File: config.mk
export PLATFORM = sky130hd
export DESIGN_NAME = execute_cycle
export DESIGN_NICKNAME = d
export VERILOG_FILES = /design/src/rtl/execute_cycle_pkg.sv /design/src/rtl/execute_cycle_alu.sv /design/src/rtl/execute_cycle.sv
export SDC_FILE = /design/constraint.sdc
export NUM_CORES = 1
export LEC_CHECK = 0
export CAP_MARGIN = 0
export CORE_MARGIN = 5
export CORE_UTILIZATION = 39
export CTS_BUF_LIST = sky130_fd_sc_hd__clkbuf_2 sky130_fd_sc_hd__clkbuf_4 sky130_fd_sc_hd__clkbuf_8
export CTS_CLUSTER_DIAMETER = 200
export DETAILED_ROUTE_END_ITERATION = 7
export GPL_ROUTABILITY_DRIVEN = 0
export HOLD_SLACK_MARGIN = 0.05
export PLACE_DENSITY = 0.76
export REMOVE_ABC_BUFFERS = 1
export SYNTH_ARGS = -nofsm -noshare
export SYNTH_HDL_FRONTEND = slang
export SYNTH_SLANG_ARGS = --single-unit
File: constraint.sdc
create_clock -name clk -period 6.7 [get_ports clk]
set_clock_uncertainty 0.1 [all_clocks]
set_input_delay 0.67 -clock clk [delete_from_list [all_inputs] [get_ports clk]]
set_output_delay 0.67 -clock clk [all_outputs]
set_load 0.02 [all_outputs]
File: src/rtl/execute_cycle_pkg.sv
// rtl/execute_cycle_pkg.sv - shared encodings for the execute stage
//
// Purpose : ALU operation codes, forwarding-select codes and the default
//           datapath width used by execute_cycle and alu.
package execute_cycle_pkg;

    localparam int XLEN = 32;

    typedef enum logic [2:0] {
        ALU_ADD = 3'b000,
        ALU_SUB = 3'b001,
        ALU_AND = 3'b010,
        ALU_OR  = 3'b011,
        ALU_XOR = 3'b100,
        ALU_SLT = 3'b101
    } alu_ctrl_e;

    typedef enum logic [1:0] {
        FWD_RF  = 2'b00,
        FWD_WB  = 2'b01,
        FWD_MEM = 2'b10
    } fwd_sel_e;

endpackage

File: src/rtl/execute_cycle_alu.sv
// rtl/execute_cycle_alu.sv - execute-stage ALU
//
// Purpose : combinational ALU; add/sub wrap modulo 2^XLEN, slt is signed.
// Ports   : i_a, i_b   - operands (XLEN)
//           i_ctrl     - ALU operation (3 bits, see alu_ctrl_e)
//           o_result   - result (XLEN); codes 110/111 give 0
//           o_zero     - high when o_result == 0
module alu
    import execute_cycle_pkg::*;
#(
    parameter int XLEN = 32
) (
    input  logic [XLEN-1:0] i_a,
    input  logic [XLEN-1:0] i_b,
    input  logic [2:0]      i_ctrl,
    output logic [XLEN-1:0] o_result,
    output logic            o_zero
);

    logic w_slt;

    assign w_slt = ($signed(i_a) < $signed(i_b));

    always_comb begin
        o_result = '0;
        case (i_ctrl)
            ALU_ADD: o_result = i_a + i_b;
            ALU_SUB: o_result = i_a - i_b;
            ALU_AND: o_result = i_a & i_b;
            ALU_OR:  o_result = i_a | i_b;
            ALU_XOR: o_result = i_a ^ i_b;
            ALU_SLT: o_result = {{(XLEN-1){1'b0}}, w_slt};
            default: o_result = '0;
        endcase
    end

    assign o_zero = (o_result == '0);

endmodule

File: src/rtl/execute_cycle.sv
// rtl/execute_cycle.sv - RISC-V style execute stage with EX/MEM register
//
// Purpose : operand forwarding, ALU, branch-target/branch-taken generation
//           and the execute-to-memory pipeline register.
// Ports   : clk, rst (async, active-low)
//           RD1E, RD2E, ImmExtE, PCE, PCPlus4E, RdE, control bits   - from decode
//           ForwardAE, ForwardBE  - forwarding selects from hazard unit
//           ResultW               - writeback result (forward path 01)
//           PCSrcE, PCTargetE     - combinational branch redirect
//           *M outputs            - registered memory-stage signals
module execute_cycle #(
    parameter int XLEN = execute_cycle_pkg::XLEN
) (
    input  logic            clk,
    input  logic            rst,
    input  logic [XLEN-1:0] RD1E,
    input  logic [XLEN-1:0] RD2E,
    input  logic [XLEN-1:0] ImmExtE,
    input  logic [XLEN-1:0] PCE,
    input  logic [XLEN-1:0] PCPlus4E,
    input  logic [4:0]      RdE,
    input  logic            RegWriteE,
    input  logic            MemWriteE,
    input  logic            ALUSrcE,
    input  logic            BranchE,
    input  logic            ResultSrcE,
    input  logic [2:0]      ALUControlE,
    input  logic [1:0]      ForwardAE,
    input  logic [1:0]      ForwardBE,
    input  logic [XLEN-1:0] ResultW,
    output logic            PCSrcE,
    output logic [XLEN-1:0] PCTargetE,
    output logic            RegWriteM,
    output logic            MemWriteM,
    output logic            ResultSrcM,
    output logic [4:0]      RdM,
    output logic [XLEN-1:0] ALUResultM,
    output logic [XLEN-1:0] WriteDataM,
    output logic [XLEN-1:0] PCPlus4M
);
    import execute_cycle_pkg::*;

    logic [XLEN-1:0] w_src_a;
    logic [XLEN-1:0] w_write_data;
    logic [XLEN-1:0] w_src_b;
    logic [XLEN-1:0] w_alu_result;
    logic            w_zero;

    logic            r_reg_write;
    logic            r_mem_write;
    logic            r_result_src;
    logic [4:0]      r_rd;
    logic [XLEN-1:0] r_alu_result;
    logic [XLEN-1:0] r_write_data;
    logic [XLEN-1:0] r_pc_plus4;

    // Path 10 takes the registered ALU result so a dependent op issued the
    // very next cycle sees its producer; 11 falls back to the register file.
    always_comb begin
        w_src_a = RD1E;
        case (ForwardAE)
            FWD_WB:  w_src_a = ResultW;
            FWD_MEM: w_src_a = r_alu_result;
            default: w_src_a = RD1E;
        endcase
    end

    always_comb begin
        w_write_data = RD2E;
        case (ForwardBE)
            FWD_WB:  w_write_data = ResultW;
            FWD_MEM: w_write_data = r_alu_result;
            default: w_write_data = RD2E;
        endcase
    end

    assign w_src_b = ALUSrcE ? ImmExtE : w_write_data;

    alu #(.XLEN(XLEN)) u_alu (
        .i_a      (w_src_a),
        .i_b      (w_src_b),
        .i_ctrl   (ALUControlE),
        .o_result (w_alu_result),
        .o_zero   (w_zero)
    );

    assign PCTargetE = PCE + ImmExtE;
    assign PCSrcE    = w_zero & BranchE;

    // Store data is the forwarded B value, not the raw RD2E.
    always_ff @(posedge clk or negedge rst) begin
        if (!rst) begin
            r_reg_write  <= 1'b0;
            r_mem_write  <= 1'b0;
            r_result_src <= 1'b0;
            r_rd         <= '0;
            r_alu_result <= '0;
            r_write_data <= '0;
            r_pc_plus4   <= '0;
        end else begin
            r_reg_write  <= RegWriteE;
            r_mem_write  <= MemWriteE;
            r_result_src <= ResultSrcE;
            r_rd         <= RdE;
            r_alu_result <= w_alu_result;
            r_write_data <= w_write_data;
            r_pc_plus4   <= PCPlus4E;
        end
    end

    assign RegWriteM  = r_reg_write;
    assign MemWriteM  = r_mem_write;
    assign ResultSrcM = r_result_src;
    assign RdM        = r_rd;
    assign ALUResultM = r_alu_result;
    assign WriteDataM = r_write_data;
    assign PCPlus4M   = r_pc_plus4;

endmodule

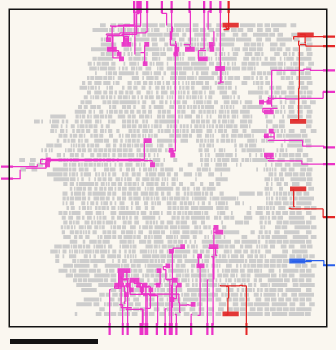
Figure 1: I/O nets highlighted.
The bar under the picture is 50 µm long.
[RegWriteE] blue | bits: 1 | direction: input | edge: east | end cells: 1 | buffers: 1 | wire: 24.4 µm
[RdE] red | bits: 5 | direction: input | edge: 3 east, 1 north, 1 south | end cells: 5 | buffers: 5 | wire: 202 µm
[ResultW] magenta | bits: 32 | direction: input | edge: 15 south, 11 north, 4 east, 2 west | end cells: 64 | buffers: 32 | wire: 1490 µm

==> results_dict.tcl <==
# collected from the flow reports
set metrics [dict create \
    avgSynthCellArea_um2 7.63 \
    area_growth_pct 58.2 \
    status "complete, but fails checks" \
    drtIter0Drc 1721 \
    setup_viol 1 \
    hold_violations 0 \
    seq-power_mw 0.779 \
    combinationalPowerShare_pct 65.4 \
    grt_pass1_wl_um 75600 \
    ctsResizeCount 33 \
    setup_tns_ns -0.00167 \
    ys_cells 1453 \
    start_kind "input port" \
    p_sw_share_pct 44.6 \
    clock_path_buffers 2 \
    layout_top_cell "clkdlybuf4s50_1" \
    common_cells "nand2_1 (148), ha_1 (140), inv_1 (139)" \
    clock_latency_ns 0.43 \
    reg2reg_depth 20 \
    clock-sinks 104 \
    cp_cell_sequence "clkdlybuf4s50_1 > inv_1 > ha_2 > buf_4 > buf_12 > a22oi_1 > o21ai_2 > ha_2 > nor2_1 > nand3_1 > o21ai_0 > o2111ai_1 > and2_4 > a2111oi_4 > nor3_2 > xnor2_1 > o211ai_1 > or4_1 > or4_4 > nor2_4 > buf_6" \
    compound_area_share_pct 31.6 \
    clkTransAtPathRegs_ns 0.15 \
    path_common_cell "ha_2" \
    pre_cts_slack_ns -0.734 \
    violations "setup timing" \
    regToRegStartpoint "ALUResultM[0]" \
    layout_setup_ws_ns -0.00167 \
    slew-limit-headroom_pct 20.3 \
    power_density_mw_per_mm2 202 \
    endpoint "PCSrcE" \
    grt_pass1_vias 13725 \
    intPower_mw 1.96 \
    via_per_inst 5.83 \
    cp_slowest_stage_delay_ns 0.59 \
]
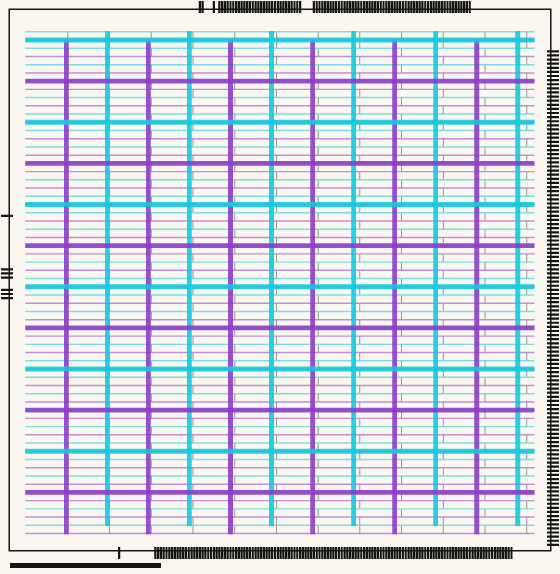
Figure 2: supply network.
The bar under the picture is 50 µm long. Pins as bars on the die edge. Tap cells in gray.
[VSS] purple
[VDD] cyan
tap cells: 378
rows: 61
met4 straps: 12
core area: 0.0279 mm²
die height: 179 µm
Worst VDD drop: 0.0000927 V

[area by class of cell]
cell class / instances / area, µm² / share of cell area [%]
diodes: 1 / 2.50 / 0.0143
clock buffers: 9 / 124 / 0.707
clock inverters: 7 / 86.3 / 0.493
inverters: 141 / 532 / 3.03
multi-input cells: 1130 / 8030 / 45.8
flip-flops and latches: 104 / 2600 / 14.8
well taps: 378 / 473 / 2.70
repair buffers: 629 / 5680 / 32.4
[stage by stage]
stage | util [%] | area (µm²) | power, mW | hold slack, ns
final | 62.8 | 17500 | 3.53 | 0.259
after detailed placement | 60.2 | 16800 | 2.93 | 0.553
after CTS | 61.1 | 17100 | 3.39 | 0.279
after floorplan | - | 10800 | 1.82 | 0.274
after global placement | 60.2 | 16800 | 2.88 | 0.551
after global routing | 62.8 | 17500 | 3.71 | 0.313
Power is estimated from default activity; no workload was simulated.
